File: src/rtl/rename_pkg.sv
// Shared types for the rename stage.
// decode_struct is the decoded-instruction payload handed from decode to rename.
// Rename reads only the architectural register fields and RegWrite. Every other
// field passes through unchanged.
package rename_pkg;

  localparam int unsigned AW = 5;

  typedef struct packed {
    logic [6:0]    Opcode;
    logic [2:0]    Funct3;
    logic [31:0]   Imm;
    logic [AW-1:0] ARegAddrSrc0;
    logic [AW-1:0] ARegAddrSrc1;
    logic [AW-1:0] ARegAddrDst;
    logic          RegWrite;
  } decode_struct;

endpackage

File: src/rtl/rename_stage.sv
// Two-wide register rename stage.
// It maps architectural sources and destinations through a RAT and allocates
// new destinations from a circular free list. Commit releases physical registers
// back into that free list. The renamed bundle is registered, so it appears one
// cycle after acceptance.
//
// Ports:
//   i_clk, i_rst_n            clock and async active-low reset
//   i_valid, i_decode_data    per-slot decoded instruction from decode
//   o_ready                   free count >= 2; the bundle is consumed this cycle
//   i_free_valid, i_free_preg per-slot physical register released by commit
//   o_valid, o_decode_data    registered renamed bundle
//   o_PRegSrc0/1              physical source registers
//   o_PRegDst                 newly allocated destination (0 if none)
//   o_PRegOld                 previous destination mapping (0 if none)
module rename_stage #(
  parameter int unsigned  ARCH_REGS = 32,
  parameter int unsigned  PHYS_REGS = 64,
  localparam int unsigned PW        = $clog2(PHYS_REGS),
  localparam int unsigned FL_DEPTH  = PHYS_REGS - ARCH_REGS
) (
  input  logic                      i_clk,
  input  logic                      i_rst_n,
  input  logic                      i_valid       [0:1],
  input  rename_pkg::decode_struct  i_decode_data [0:1],
  output logic                      o_ready,
  input  logic                      i_free_valid  [0:1],
  input  logic [PW-1:0]             i_free_preg   [0:1],
  output logic                      o_valid       [0:1],
  output rename_pkg::decode_struct  o_decode_data [0:1],
  output logic [PW-1:0]             o_PRegSrc0    [0:1],
  output logic [PW-1:0]             o_PRegSrc1    [0:1],
  output logic [PW-1:0]             o_PRegDst     [0:1],
  output logic [PW-1:0]             o_PRegOld     [0:1]
);

  localparam int unsigned HW = $clog2(FL_DEPTH);
  localparam int unsigned CW = $clog2(FL_DEPTH + 1);

  logic [PW-1:0] rat_q [ARCH_REGS];
  logic [PW-1:0] rat_d [ARCH_REGS];
  logic [PW-1:0] fl_q  [FL_DEPTH];
  logic [PW-1:0] fl_d  [FL_DEPTH];
  logic [HW-1:0] head_q, head_d, tail_q, tail_d, head_nxt;
  logic [CW-1:0] count_q, count_d;
  logic          ready_d;

  logic          alloc [0:1];
  logic [PW-1:0] pdst  [0:1];
  logic [PW-1:0] psrc0 [0:1];
  logic [PW-1:0] psrc1 [0:1];
  logic [PW-1:0] pold  [0:1];

  // Circular increment of a free-list index.
  function automatic logic [HW-1:0] fl_inc(input logic [HW-1:0] idx);
    return (idx == HW'(FL_DEPTH - 1)) ? '0 : idx + HW'(1);
  endfunction

  // Rename lookup, RAT/free-list next state and release handling.
  always_comb begin
    rat_d    = rat_q;
    fl_d     = fl_q;
    head_d   = head_q;
    tail_d   = tail_q;
    count_d  = count_q;
    head_nxt = fl_inc(head_q);

    for (int k = 0; k < 2; k++) begin
      alloc[k] = i_valid[k] & i_decode_data[k].RegWrite &
                 (i_decode_data[k].ARegAddrDst != '0);
    end

    // Slot 1 takes the head entry when slot 0 does not allocate.
    pdst[0] = alloc[0] ? fl_q[head_q] : '0;
    pdst[1] = '0;
    if (alloc[1]) pdst[1] = alloc[0] ? fl_q[head_nxt] : fl_q[head_q];

    psrc0[0] = (i_decode_data[0].ARegAddrSrc0 == '0) ? '0 : rat_q[i_decode_data[0].ARegAddrSrc0];
    psrc1[0] = (i_decode_data[0].ARegAddrSrc1 == '0) ? '0 : rat_q[i_decode_data[0].ARegAddrSrc1];
    pold[0]  = alloc[0] ? rat_q[i_decode_data[0].ARegAddrDst] : '0;

    // Slot 1 sees slot 0's new mapping through the intra-bundle bypass.
    psrc0[1] = (i_decode_data[1].ARegAddrSrc0 == '0) ? '0 : rat_q[i_decode_data[1].ARegAddrSrc0];
    if (alloc[0] && (i_decode_data[1].ARegAddrSrc0 == i_decode_data[0].ARegAddrDst))
      psrc0[1] = pdst[0];
    psrc1[1] = (i_decode_data[1].ARegAddrSrc1 == '0) ? '0 : rat_q[i_decode_data[1].ARegAddrSrc1];
    if (alloc[0] && (i_decode_data[1].ARegAddrSrc1 == i_decode_data[0].ARegAddrDst))
      psrc1[1] = pdst[0];
    pold[1] = '0;
    if (alloc[1]) begin
      pold[1] = (alloc[0] && (i_decode_data[1].ARegAddrDst == i_decode_data[0].ARegAddrDst))
                ? pdst[0] : rat_q[i_decode_data[1].ARegAddrDst];
    end

    // Commit the bundle. Slot 1 is written last, so it wins a WAW.
    if (o_ready) begin
      if (alloc[0]) rat_d[i_decode_data[0].ARegAddrDst] = pdst[0];
      if (alloc[1]) rat_d[i_decode_data[1].ARegAddrDst] = pdst[1];
      if (alloc[0] && alloc[1])      head_d = fl_inc(head_nxt);
      else if (alloc[0] || alloc[1]) head_d = head_nxt;
      count_d = count_q - CW'(alloc[0]) - CW'(alloc[1]);
    end

    // Releases push at the tail, slot 0 first. p0 is never released, and a push into a full list is dropped.
    for (int k = 0; k < 2; k++) begin
      if (i_free_valid[k] && (i_free_preg[k] != '0) && (count_d < CW'(FL_DEPTH))) begin
        fl_d[tail_d] = i_free_preg[k];
        tail_d       = fl_inc(tail_d);
        count_d      = count_d + CW'(1);
      end
    end

    ready_d = (count_d >= CW'(2));
  end

  // State and output registers.
  always_ff @(posedge i_clk or negedge i_rst_n) begin
    if (!i_rst_n) begin
      for (int i = 0; i < ARCH_REGS; i++) rat_q[i] <= PW'(i);
      for (int i = 0; i < FL_DEPTH; i++)  fl_q[i]  <= PW'(ARCH_REGS + i);
      head_q  <= '0;
      tail_q  <= '0;
      count_q <= CW'(FL_DEPTH);
      o_ready <= 1'b1;
      for (int k = 0; k < 2; k++) begin
        o_valid[k]       <= 1'b0;
        o_decode_data[k] <= '0;
        o_PRegSrc0[k]    <= '0;
        o_PRegSrc1[k]    <= '0;
        o_PRegDst[k]     <= '0;
        o_PRegOld[k]     <= '0;
      end
    end else begin
      rat_q   <= rat_d;
      fl_q    <= fl_d;
      head_q  <= head_d;
      tail_q  <= tail_d;
      count_q <= count_d;
      o_ready <= ready_d;
      for (int k = 0; k < 2; k++) begin
        o_valid[k]       <= i_valid[k] & o_ready;
        o_decode_data[k] <= i_decode_data[k];
        o_PRegSrc0[k]    <= psrc0[k];
        o_PRegSrc1[k]    <= psrc1[k];
        o_PRegDst[k]     <= o_ready ? pdst[k] : '0;
        o_PRegOld[k]     <= o_ready ? pold[k] : '0;
      end
    end
  end

endmodule
File: config.mk
export PLATFORM = sky130hd
export DESIGN_NAME = rename_stage
export DESIGN_NICKNAME = d
export VERILOG_FILES = /design/src/rtl/rename_pkg.sv /design/src/rtl/rename_stage.sv
export SDC_FILE = /design/constraint.sdc
export NUM_CORES = 2
export LEC_CHECK = 0
export CORE_MARGIN = 1
export CORE_UTILIZATION = 50
export CTS_BUF_LIST = sky130_fd_sc_hd__clkbuf_4 sky130_fd_sc_hd__clkbuf_8
export DETAILED_ROUTE_END_ITERATION = 8
export PLACE_DENSITY_LB_ADDON = 0.2
export SLEW_MARGIN = 15
export SYNTH_ARGS = -nofsm -noshare
export SYNTH_HDL_FRONTEND = slang
export SYNTH_SLANG_ARGS = --single-unit
File: constraint.sdc
create_clock -name i_clk -period 5.05 [get_ports i_clk]
set_input_delay 1.2625 -clock i_clk [delete_from_list [all_inputs] [get_ports i_clk]]
set_output_delay 1.2625 -clock i_clk [all_outputs]
set_load 0.02 [all_outputs]
Clock network drawn from the DEF:
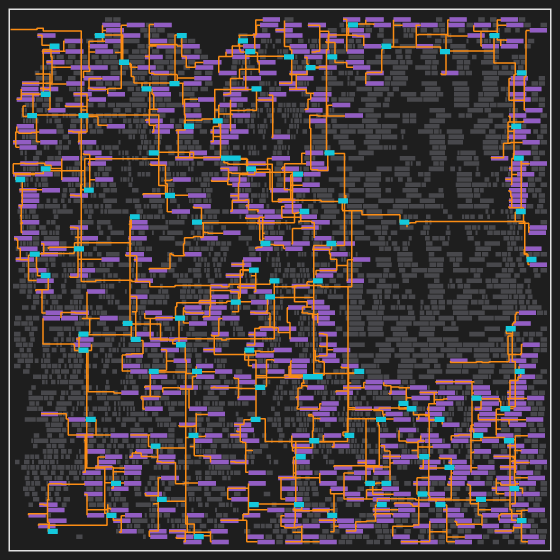
[clock-net drivers] cyan | count: 99
[flip-flops] purple | count: 567
[clock wires] orange | length: 8380 um
routed clock nets: 100

Met1 routing:
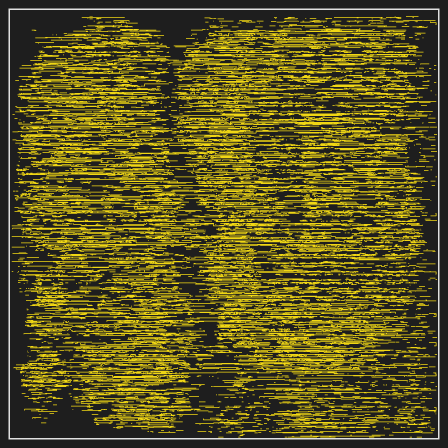
share of all routed wire: 35%
main direction: horizontal
longest straight run: 82.8 um

I/O nets highlighted:
The bar under the picture is 100 um long.
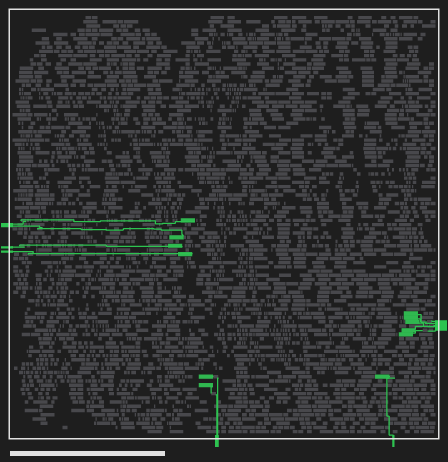
[o_PRegDst] green | bits: 12 | direction: output | end cells: 12 | wire: 675 um

==> summary.log <==
INFO  status         run_status=completed
INFO  floorplanning  chipHeight=276um
INFO  final_timing   post_route_skew=0.0502ns
INFO  pwr            sequentialPower=9.85mW
INFO  layout         ff_latch_area=14400squm
INFO  routing        met2_length=69800um
INFO  layout         fin_area=44900squm
INFO  routing        vias=32500
INFO  placement      finalWeightedCongestion=1.05
INFO  floorplanning  floorplan.core_util=0.509
INFO  final_timing   rsz_0062_raised_after_global_routing=false
INFO  layout         mostFrequentLayoutCell=dfrtp_1
INFO  job            timing.max_cap.violations=0
INFO  floorplanning  num_tap_cells=959
INFO  pwr            clock_net_power=4.80mW
INFO  setup_path     critical_path_buf_inv_count=7
INFO  setup_path     crit_path_max_incr_delay=0.97ns
INFO  routing        detail_route.iter0.violations=4228
INFO  pwr            comb-power=15.7mW
INFO  final_timing   worst_hold_slack_across_all_endpoints=0.543ns
INFO  logic_synthesis post_syn_area=37400squm
INFO  logic_synthesis yosys_most_used_dff=dfrtp_1
INFO  global_route   number_of_global_route_vias_before_repair=32300
INFO  logic_synthesis synth_area_per_cell=11.6squm
INFO  logic_synthesis synth_top_cell_by_count=dfrtp_1
INFO  final_timing   final_layout_setup_total_negative_slack=0ns
INFO  layout         biggest_registers_after_layout=fl_q: 192 flops, rat_q: 192 flops, o_decode_data: 116 flops
INFO  setup_path     setup.worst_path.end=fl_q[74]
INFO  layout         seq_cell_count=567
INFO  layout         comb.multi_input.count=2296
INFO  global_route   antenna_found_initial=6
INFO  worst_hold_path holdPathStages=0
INFO  job            openroad.warnings=40
INFO  setup_path     setup.worst_path.start_class=primary input
INFO  logic_synthesis yosys_warnings=0
INFO  clock_network  cts.root.buffer_cell=clkbuf_8
Sequential cells grouped by signal name:
Other sequential cells in the stronger grey, the rest of the logic in the fainter grey.
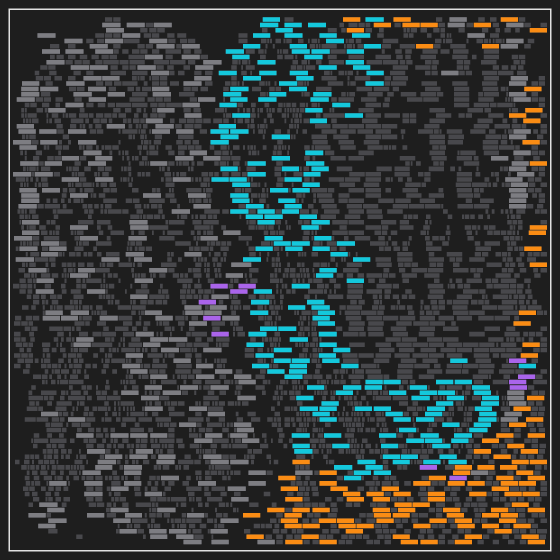
[o_decode_data] orange | placed flops: 116
[o_PRegOld] purple | placed flops: 12
[rat_q] cyan | placed flops: 192
not coloured: 247

Congestion heat map:
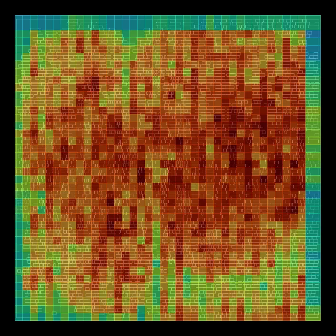
aggregate global-route resource usage: 0.399
met2 global-route usage: 0.627
average detailed-routed wire length per instance: 32.8 um
met3 Resource Use GR: 0.102

Power and IR drop assume default switching activity.
